<file path="src/rtl/mdio_pkg.sv">
// Shared encodings, frame field sizes and FSM state type for the MDIO
// Clause 22 / Clause 45 management master.
package mdio_pkg;

    localparam logic [1:0] OP_C22_WR    = 2'b01;
    localparam logic [1:0] OP_C22_RD    = 2'b10;
    localparam logic [1:0] OP_C45_ADDR  = 2'b00;
    localparam logic [1:0] OP_C45_WR    = 2'b01;
    localparam logic [1:0] OP_C45_RD    = 2'b11;
    localparam logic [1:0] OP_C45_RDINC = 2'b10;

    localparam logic [1:0] ST_C22 = 2'b01;
    localparam logic [1:0] ST_C45 = 2'b00;

    localparam int HDR_BITS  = 14;
    localparam int TA_BITS   = 2;
    localparam int DATA_BITS = 16;

    typedef enum logic [2:0] {
        S_IDLE,
        S_PRE,
        S_HDR,
        S_TA,
        S_DATA,
        S_DONE
    } mdio_state_e;

    // Every read-type OP (C22 read, C45 read, C45 read-increment) has OP[1] set.
    function automatic logic is_read_op(input logic [1:0] op);
        return op[1];
    endfunction

endpackage

</file>
<file path="src/rtl/mdio_bit_tick.sv">
// MDC divider: one bit period is 2*CLK_DIV clks, MDC low for the first half.
// fall_stb_o / rise_stb_o are high on the clk that drives MDC low / high.
module mdio_bit_tick #(
    parameter int CLK_DIV = 5
) (
    input  logic clk_i,
    input  logic rst_i,
    input  logic en_i,
    input  logic clr_i,
    output logic fall_stb_o,
    output logic rise_stb_o,
    output logic mdc_o
);

    localparam logic [6:0] HALF = 7'(CLK_DIV);
    localparam logic [6:0] LAST = 7'(2 * CLK_DIV - 1);

    logic [6:0] cnt_q, cnt_d;
    logic       mdc_q, mdc_d;

    assign fall_stb_o = en_i && !clr_i && (cnt_q == 7'd0);
    assign rise_stb_o = en_i && !clr_i && (cnt_q == HALF);
    assign mdc_o      = mdc_q;

    always_comb begin
        cnt_d = cnt_q;
        mdc_d = mdc_q;
        if (clr_i) begin
            cnt_d = 7'd0;
            mdc_d = 1'b0;
        end else if (en_i) begin
            cnt_d = (cnt_q == LAST) ? 7'd0 : cnt_q + 7'd1;
            if (fall_stb_o) mdc_d = 1'b0;
            if (rise_stb_o) mdc_d = 1'b1;
        end
    end

    always_ff @(posedge clk_i) begin
        if (rst_i) begin
            cnt_q <= 7'd0;
            mdc_q <= 1'b0;
        end else begin
            cnt_q <= cnt_d;
            mdc_q <= mdc_d;
        end
    end

endmodule

</file>
<file path="src/rtl/mdio_master_c45.sv">
// MDIO management master for Clause 22 and Clause 45 frames with a
// valid/ready command port, a one-pulse response port and split pad signals.
module mdio_master_c45
    import mdio_pkg::*;
#(
    parameter int CLK_DIV = 5,
    parameter int PRE_LEN = 32
) (
    input  logic        clk,
    input  logic        rst,
    input  logic        cmd_valid,
    output logic        cmd_ready,
    input  logic        cmd_c45,
    input  logic [1:0]  cmd_op,
    input  logic [4:0]  cmd_phy,
    input  logic [4:0]  cmd_reg,
    input  logic [15:0] cmd_data,
    output logic        rsp_valid,
    output logic [15:0] rsp_data,
    output logic        rsp_err,
    output logic        busy,
    output logic        mdc,
    output logic        mdio_o,
    output logic        mdio_oe,
    input  logic        mdio_i
);

    localparam int         PRE_LAST_I = (PRE_LEN > 0) ? PRE_LEN - 1 : 0;
    localparam logic [5:0] PRE_LAST   = 6'(PRE_LAST_I);
    localparam logic [5:0] HDR_LAST   = 6'(HDR_BITS - 1);
    localparam logic [5:0] TA_LAST    = 6'(TA_BITS - 1);
    localparam logic [5:0] DATA_END   = 6'(DATA_BITS);
    localparam logic [3:0] HDR_TOP    = 4'(HDR_BITS - 1);
    localparam logic [3:0] DATA_TOP   = 4'(DATA_BITS - 1);

    mdio_state_e state_q, state_d;
    logic [5:0]  bit_q, bit_d;

    logic        c45_q;
    logic [1:0]  op_q;
    logic [4:0]  phy_q;
    logic [4:0]  reg_q;
    logic [15:0] data_q;

    logic [15:0] rd_shift_q;
    logic        ta_err_q;
    logic [15:0] rsp_data_q;
    logic        rsp_err_q;
    logic        mdio_o_q;
    logic        mdio_oe_q;

    logic        fall_stb, rise_stb;
    logic        tick_en;
    logic        drv_o, drv_oe;
    logic        is_rd;
    logic [13:0] hdr_word;

    assign tick_en  = (state_q == S_PRE) || (state_q == S_HDR) ||
                      (state_q == S_TA)  || (state_q == S_DATA);
    assign is_rd    = is_read_op(op_q);
    assign hdr_word = {(c45_q ? ST_C45 : ST_C22), op_q, phy_q, reg_q};

    mdio_bit_tick #(
        .CLK_DIV (CLK_DIV)
    ) u_tick (
        .clk_i      (clk),
        .rst_i      (rst),
        .en_i       (tick_en),
        .clr_i      (!tick_en),
        .fall_stb_o (fall_stb),
        .rise_stb_o (rise_stb),
        .mdc_o      (mdc)
    );

    always_ff @(posedge clk) begin
        if (rst) state_q <= S_IDLE;
        else     state_q <= state_d;
    end

    // DATA is left on the fall after the last bit so MDC completes its high half.
    always_comb begin
        state_d = state_q;
        case (state_q)
            S_IDLE: if (cmd_valid) state_d = (PRE_LEN == 0) ? S_HDR : S_PRE;
            S_PRE:  if (rise_stb && bit_q == PRE_LAST) state_d = S_HDR;
            S_HDR:  if (rise_stb && bit_q == HDR_LAST) state_d = S_TA;
            S_TA:   if (rise_stb && bit_q == TA_LAST)  state_d = S_DATA;
            S_DATA: if (fall_stb && bit_q == DATA_END) state_d = S_DONE;
            S_DONE: state_d = S_IDLE;
            default: state_d = S_IDLE;
        endcase
    end

    always_comb begin
        bit_d = bit_q;
        if (state_d != state_q) bit_d = 6'd0;
        else if (rise_stb)      bit_d = bit_q + 6'd1;
    end

    always_comb begin
        cmd_ready = (state_q == S_IDLE);
        busy      = (state_q != S_IDLE);
        rsp_valid = (state_q == S_DONE);
        drv_o     = 1'b1;
        drv_oe    = 1'b0;
        case (state_q)
            S_PRE: begin
                drv_o  = 1'b1;
                drv_oe = 1'b1;
            end
            S_HDR: begin
                drv_o  = hdr_word[HDR_TOP - bit_q[3:0]];
                drv_oe = 1'b1;
            end
            S_TA: begin
                drv_o  = is_rd ? 1'b1 : (bit_q == 6'd0);
                drv_oe = !is_rd;
            end
            S_DATA: begin
                if (bit_q != DATA_END && !is_rd) begin
                    drv_o  = data_q[DATA_TOP - bit_q[3:0]];
                    drv_oe = 1'b1;
                end
            end
            default: begin
                drv_o  = 1'b1;
                drv_oe = 1'b0;
            end
        endcase
    end

    always_ff @(posedge clk) begin
        if (rst) begin
            bit_q      <= 6'd0;
            c45_q      <= 1'b0;
            op_q       <= 2'b00;
            phy_q      <= 5'd0;
            reg_q      <= 5'd0;
            data_q     <= 16'h0000;
            rd_shift_q <= 16'h0000;
            ta_err_q   <= 1'b0;
            rsp_data_q <= 16'h0000;
            rsp_err_q  <= 1'b0;
            mdio_o_q   <= 1'b1;
            mdio_oe_q  <= 1'b0;
        end else begin
            bit_q <= bit_d;
            if (cmd_valid && cmd_ready) begin
                c45_q  <= cmd_c45;
                op_q   <= cmd_op;
                phy_q  <= cmd_phy;
                reg_q  <= cmd_reg;
                data_q <= cmd_data;
            end
            // A PHY that answers pulls the second TA bit low.
            if (rise_stb && state_q == S_TA && bit_q == TA_LAST)
                ta_err_q <= mdio_i;
            if (rise_stb && state_q == S_DATA)
                rd_shift_q <= {rd_shift_q[14:0], mdio_i};
            if (state_q == S_DATA && state_d == S_DONE) begin
                rsp_data_q <= is_rd ? rd_shift_q : 16'h0000;
                rsp_err_q  <= is_rd ? ta_err_q : 1'b0;
            end
            if (fall_stb) begin
                mdio_o_q  <= drv_o;
                mdio_oe_q <= drv_oe;
            end
        end
    end

    assign mdio_o   = mdio_o_q;
    assign mdio_oe  = mdio_oe_q;
    assign rsp_data = rsp_data_q;
    assign rsp_err  = rsp_err_q;

endmodule
</file>
<file path="config.mk">
export PLATFORM = sky130hd
export DESIGN_NAME = mdio_master_c45
export DESIGN_NICKNAME = d
export VERILOG_FILES = /design/src/rtl/mdio_pkg.sv /design/src/rtl/mdio_bit_tick.sv /design/src/rtl/mdio_master_c45.sv
export SDC_FILE = /design/constraint.sdc
export NUM_CORES = 1
export LEC_CHECK = 0
export CAP_MARGIN = 30
export CELL_PAD_IN_SITES_DETAIL_PLACEMENT = 1
export CELL_PAD_IN_SITES_GLOBAL_PLACEMENT = 1
export CORE_MARGIN = 3
export CORE_UTILIZATION = 43
export CTS_CLUSTER_SIZE = 16
export DETAILED_ROUTE_END_ITERATION = 6
export MAX_ROUTING_LAYER = met4
export PLACE_DENSITY = 0.91
export SYNTH_ARGS = -nofsm -noshare
export SYNTH_HDL_FRONTEND = slang
export SYNTH_SLANG_ARGS = --single-unit
</file>
<file path="constraint.sdc">
create_clock -name clk -period 3.44 [get_ports clk]
set_input_delay 0.688 -clock clk [delete_from_list [all_inputs] [get_ports clk]]
set_output_delay 0.688 -clock clk [all_outputs]
set_load 0.05 [all_outputs]
</file>
==> run_1/registers.png <==
Other sequential cells in the stronger grey, the rest of the logic in the fainter grey.
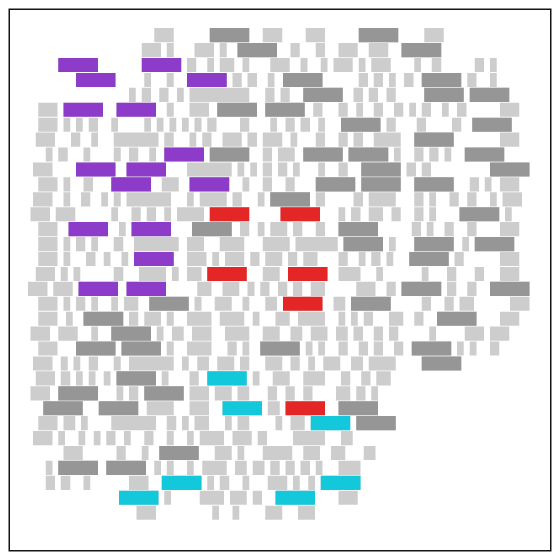
| colour | name in the netlist | sequential cells |
|---|---|---|
| cyan | u_tick.cnt_q | 7 |
| red | bit_q | 6 |
| purple | data_q | 16 |

==> run_1/port_nets.png <==
Bar = 20 um.
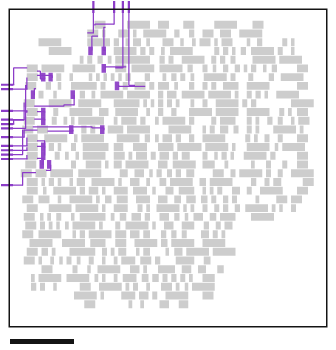
| colour | port | bits | direction | end cells | wire |
|---|---|---|---|---|---|
| purple | cmd_data | 16 | input | 16 | 285 um |

==> reports/results.ini, run 1 <==
[clocking]
insertion_delay_ns=0.36
h-tree-depth=3
clk_path_buf_depth=2
root_buffer=clkbuf_8
cts_buffers=9
cts_sinks=82
holdBufCountCts=0
post_cts_buffers=0
cts_resized=0
cts_tree=built

[grt]
globalRouteMet2Util_pct=34.4
track_usage_pct=20.5
grt_busiest_layer=met2
grt_max_degree=43
antenna_found_initial=0
grt_pass1_wl_um=15800
grt_util_met3_pct=3.33
grt.met1_usage_pct=24.7
grt_pass1_vias=3338
grt-ovfl-total=0

[sta]
worstMarginPinSlew_ns=0.929
fin_skew_ns=0.0138
fin_crit_ns=2.95
slew_violations=0
fin_hold_ws_ns=0.454
relSlewSlack_pct=38.1
finalCritPeriodShare_pct=85.6
rsz0062_at_grt=no
timing.final.ws_setup_ns=0.495
fmax_ghz=0.340
setup_viol=0
fin_tns_setup_ns=0
hold_viol=0

[logic_synthesis]
ys_sh_xor_pct=2.86
synthCells=439
synth_top_cell_by_count=nand2_1
logic_family=simple AND/OR/NAND/NOR gates
synth.largest_area_cell=dfxtp_1
yosysUniqueCellTypes=48
yosysCellCount=439
muxShareOfSynthArea_pct=5.04
synth.avg_cell_area_um2=8.37
ys_seq_share_pct=44.7
yosysTopAreaCellShare_pct=44.7
synthesis.area_um2=3670
async_flop_share_pct=0
numSynthFlops=82
synth_warnings=0
simple_gate_share_pct=25.1
ys_sh_adder_pct=2.72
fp_nets=480
top_cells_by_area=dfxtp_1, nand2_1, a21oi_1, nand3_1, mux4_2
common_cells=nand2_1, dfxtp_1, a21oi_1
edf_count=0
synthFlopType=dfxtp_1
synth-area-yosys_um2=3670

[critical_path]
cp-start-kind=flop
required_ns=2.75
cp-startpoint=state_q[0]
cp_num_buf_inv=2
path_cells=or3_2 -> inv_1 -> clkdlybuf4s50_1
path_depth=3
r2r_start=bit_q[1]
critPathTopFamily=buffers and inverters
slowest_stage=clkdlybuf4s50_1
r2r_slack_ns=1.09
r2r_end=rsp_data[14]
critical_path_class=reg -> out
max_stage_delay_ns=0.81
rr_worst_depth=8
cp.arrival_ns=2.26
crit_path_end_kind=primary output
endpoint=cmd_ready
critPathMaxFanout=10

[power_and_ir_drop]
powerDensity_nw_per_um2=431
power_frac_seq_pct=52.3
pwr.group.clock_mw=0.743
intPower_mw=1.39
pwr-share-clk_pct=39.3
vdd_drop_max_mv=0.226
p_total_mw=1.89
powerSeq_mw=0.988
pg_comb_mw=0.158
p_leak_nw=1.48
combPwrFrac_pct=8.3
switchingPower_mw=0.495
maxPowerGroup=sequential cells
swShare_pct=26.2

[cells_and_area]
logic_area_um2=1770
layout.nets=520
seq_cells=82
seq-cell-share_pct=37.4
fillers=1008
stdcell_area_um2=4380
layout_top_cell=nand2_1
n_all_buffers=61
flop_area_um2=1640
area_growth_pct=19.3
num-nonclk-inverters=11
clkCellAreaFrac_pct=4.77
sh_comb_area_pct=40.4
nClkBuffers=9
lay_top_cells=nand2_1, dfxtp_1, a21oi_1
layout.nonclk_buf_share_pct=13.5
layout-drive-gt1-share_pct=7.64
largest_class=multi-input combinational cells
logic_gates=314
insertedDiodeCount=0

[routing]
totalWireLength_um=9470
wl_met3_um=359
firstDrtPassIters=4
wl_per_cell_um=16.1
dr_wl_met2_um=4830
via_count=3217
drt_iter0_markers=199
drc_errors=0
top_layer_used=met4
postRouteAntennaNets=0
wl_met1_um=4130

[placed_design]
place_worst_setup_slack_ns=0.883
placedCellCount=573
place.port_buffers=55
place_area_um2=4180
dp_hpwl_um=6460
gp_congestion=0.844

[floorplanning]
fp.dieH_um=98.4
fp.dieW_um=98.4
coreArea_um2=8260
die_area_um2=9690
rows=33
num_io_pins=56
fp_util_pct=44.5

[hold_path]
min_path_cells=2
hold_start=rsp_data[15]
min_to=rsp_data[15]
hold_class=reg -> reg

[status]
status=complete, no violations

[job]
warnings=31
maxCapViolations=0

==> run_1/final_placement.png <==
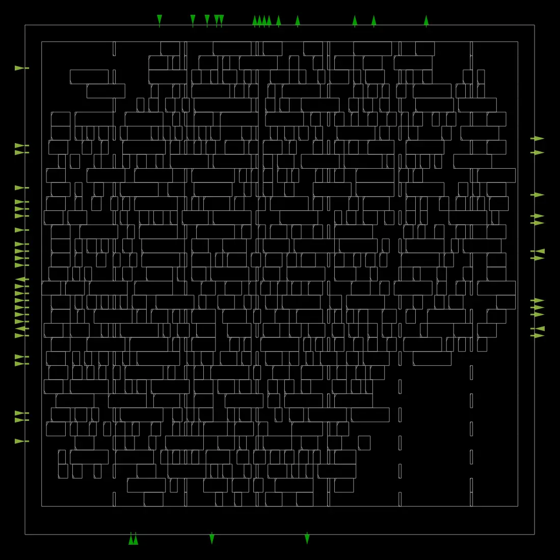
tap cell count: 105
post-layout util: 53.1%

==> run_1/met2.png <==
Bar = 20 um.
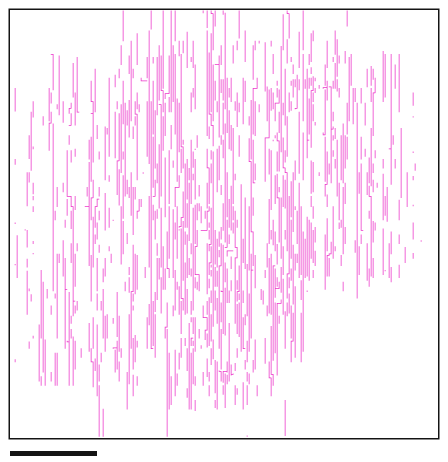

==> run 2, diff against run 1 <==
- ABC_AREA: unset -> 1
- CORE_UTILIZATION: 43 -> 42
==> run_2/met2.png <==
Bar = 20 um.
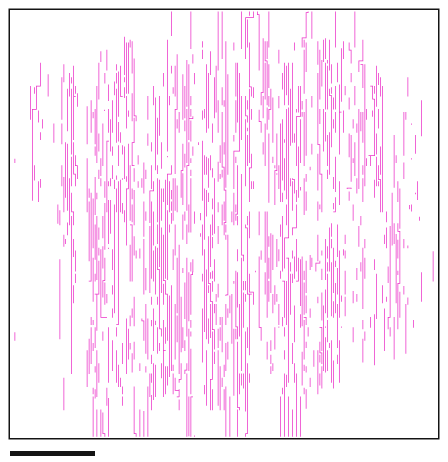
nets with wire on the layer: 530
share of all routed wire: 51%

==> run 2 against run 1 <==
Compared with the run above: core utilization is 0.67 points higher; power is 2.9% lower; register-to-register slack hardly changed; clock-buffer cell count unchanged; flip-flop count stayed put; first-iteration DRC count is 43% lower; setup slack improved by 0.30 ns; clock skew increased by 0.0012 ns; maximum frequency up 11%; wire length rose by 8.4%; critical path depth rose by 2; combinational power grew 13%; largest power group unchanged.
==> reports/results.ini, run 2 <==
[power_and_ir_drop]
swShare_pct=27.6  ; +1.4 points
powerSeq_mw=0.994  ; +0.6%
pg_comb_mw=0.179  ; +13%
power_frac_seq_pct=54.3  ; +2.0 points
p_leak_nw=1.81  ; +22%
switchingPower_mw=0.506  ; +2.2%
pwr-share-clk_pct=36.0  ; -3.3 points
vdd_drop_max_mv=0.218  ; -3.6%

[critical_path]
cp-start-kind=flop
path_depth=5  ; +2
slowest_stage=clkdlybuf4s50_1
rr_worst_depth=9  ; +1
r2r_start=bit_q[1]
r2r_end=bit_q[4]
cp_num_buf_inv=3  ; +1
cp-startpoint=state_q[1]
crit_path_end_kind=primary output
path_cells=inv_2 -> nand2_1 -> nor2_1 -> inv_1 -> clkdlybuf4s50_1
critPathTopFamily=buffers and inverters
required_ns=2.75  ; about the same

[logic_synthesis]
synth-area-yosys_um2=3770  ; +2.6%
synth_warnings=0  ; unchanged
synthFlopType=dfxtp_1
edf_count=0  ; unchanged
yosysTopAreaCellShare_pct=43.6  ; -1.1 points
muxShareOfSynthArea_pct=0  ; -5.0 points
numSynthFlops=82  ; unchanged
synth.largest_area_cell=dfxtp_1
simple_gate_share_pct=31.3  ; +6.3 points
fp_nets=555  ; +16%
common_cells=nand2_1, dfxtp_1, nor2_1
synth.avg_cell_area_um2=7.33  ; -12%
async_flop_share_pct=0  ; unchanged

[hold_path]
min_to=data_q[2]
hold_start=data_q[2]
min_path_cells=2  ; unchanged

[cells_and_area]
flop_area_um2=1640  ; unchanged
largest_class=multi-input combinational cells
post-route-util_pct=53.8  ; +0.67 points
fillers=1091  ; +8.2%
layout.nonclk_buf_share_pct=13.2  ; -0.27 points
layout-drive-gt1-share_pct=8.66  ; +1.0 points
n_all_buffers=62  ; +1.6%
seq_cells=82  ; unchanged
layout.nets=602  ; +16%
clkCellAreaFrac_pct=4.01  ; -0.75 points
layout_top_cell=nand2_1
seq-cell-share_pct=36.1  ; -1.4 points
stdcell_area_um2=4550  ; +3.8%
nClkBuffers=9  ; unchanged

[placed_design]
dp_hpwl_um=7240  ; +12%
place_worst_setup_slack_ns=1.11  ; +0.228 ns
place_area_um2=4370  ; +4.6%
place.port_buffers=55  ; unchanged

[grt]
grt-ovfl-total=0  ; unchanged
grt_pass1_vias=3690  ; +11%
grt.met1_usage_pct=24.7  ; -0.043 points

[floorplanning]
rows=33  ; unchanged
fp_util_pct=44.5  ; about the same
fp.dieH_um=101  ; +2.3%
coreArea_um2=8460  ; +2.5%
die_area_um2=10100  ; +4.7%

[clocking]
root_buffer=clkbuf_8
holdBufCountCts=0  ; unchanged
post_cts_buffers=0  ; unchanged
h-tree-depth=3  ; unchanged
clk_path_buf_depth=2  ; unchanged
cts_tree=built

[job]
maxCapViolations=0  ; unchanged
warnings=31  ; unchanged

[sta]
finalCritPeriodShare_pct=76.8  ; -8.8 points
fin_skew_ns=0.0151  ; +0.00124 ns
setup_viol=0  ; unchanged
slew_violations=0  ; unchanged
rsz0062_at_grt=no
relSlewSlack_pct=52.2  ; +14 points
worstMarginPinSlew_ns=0.716  ; -0.213 ns
timing.final.ws_setup_ns=0.797  ; +0.302 ns

[routing]
wl_met3_um=388  ; +8.1%
totalWireLength_um=10300  ; +8.4%
drc_errors=0  ; unchanged
firstDrtPassIters=4  ; unchanged
postRouteAntennaNets=0  ; unchanged
drt_iter0_markers=113  ; -43%
top_layer_used=met4

[status]
status=complete, no violations

Power figures rest on the tool's default switching activity, not on a simulated workload.
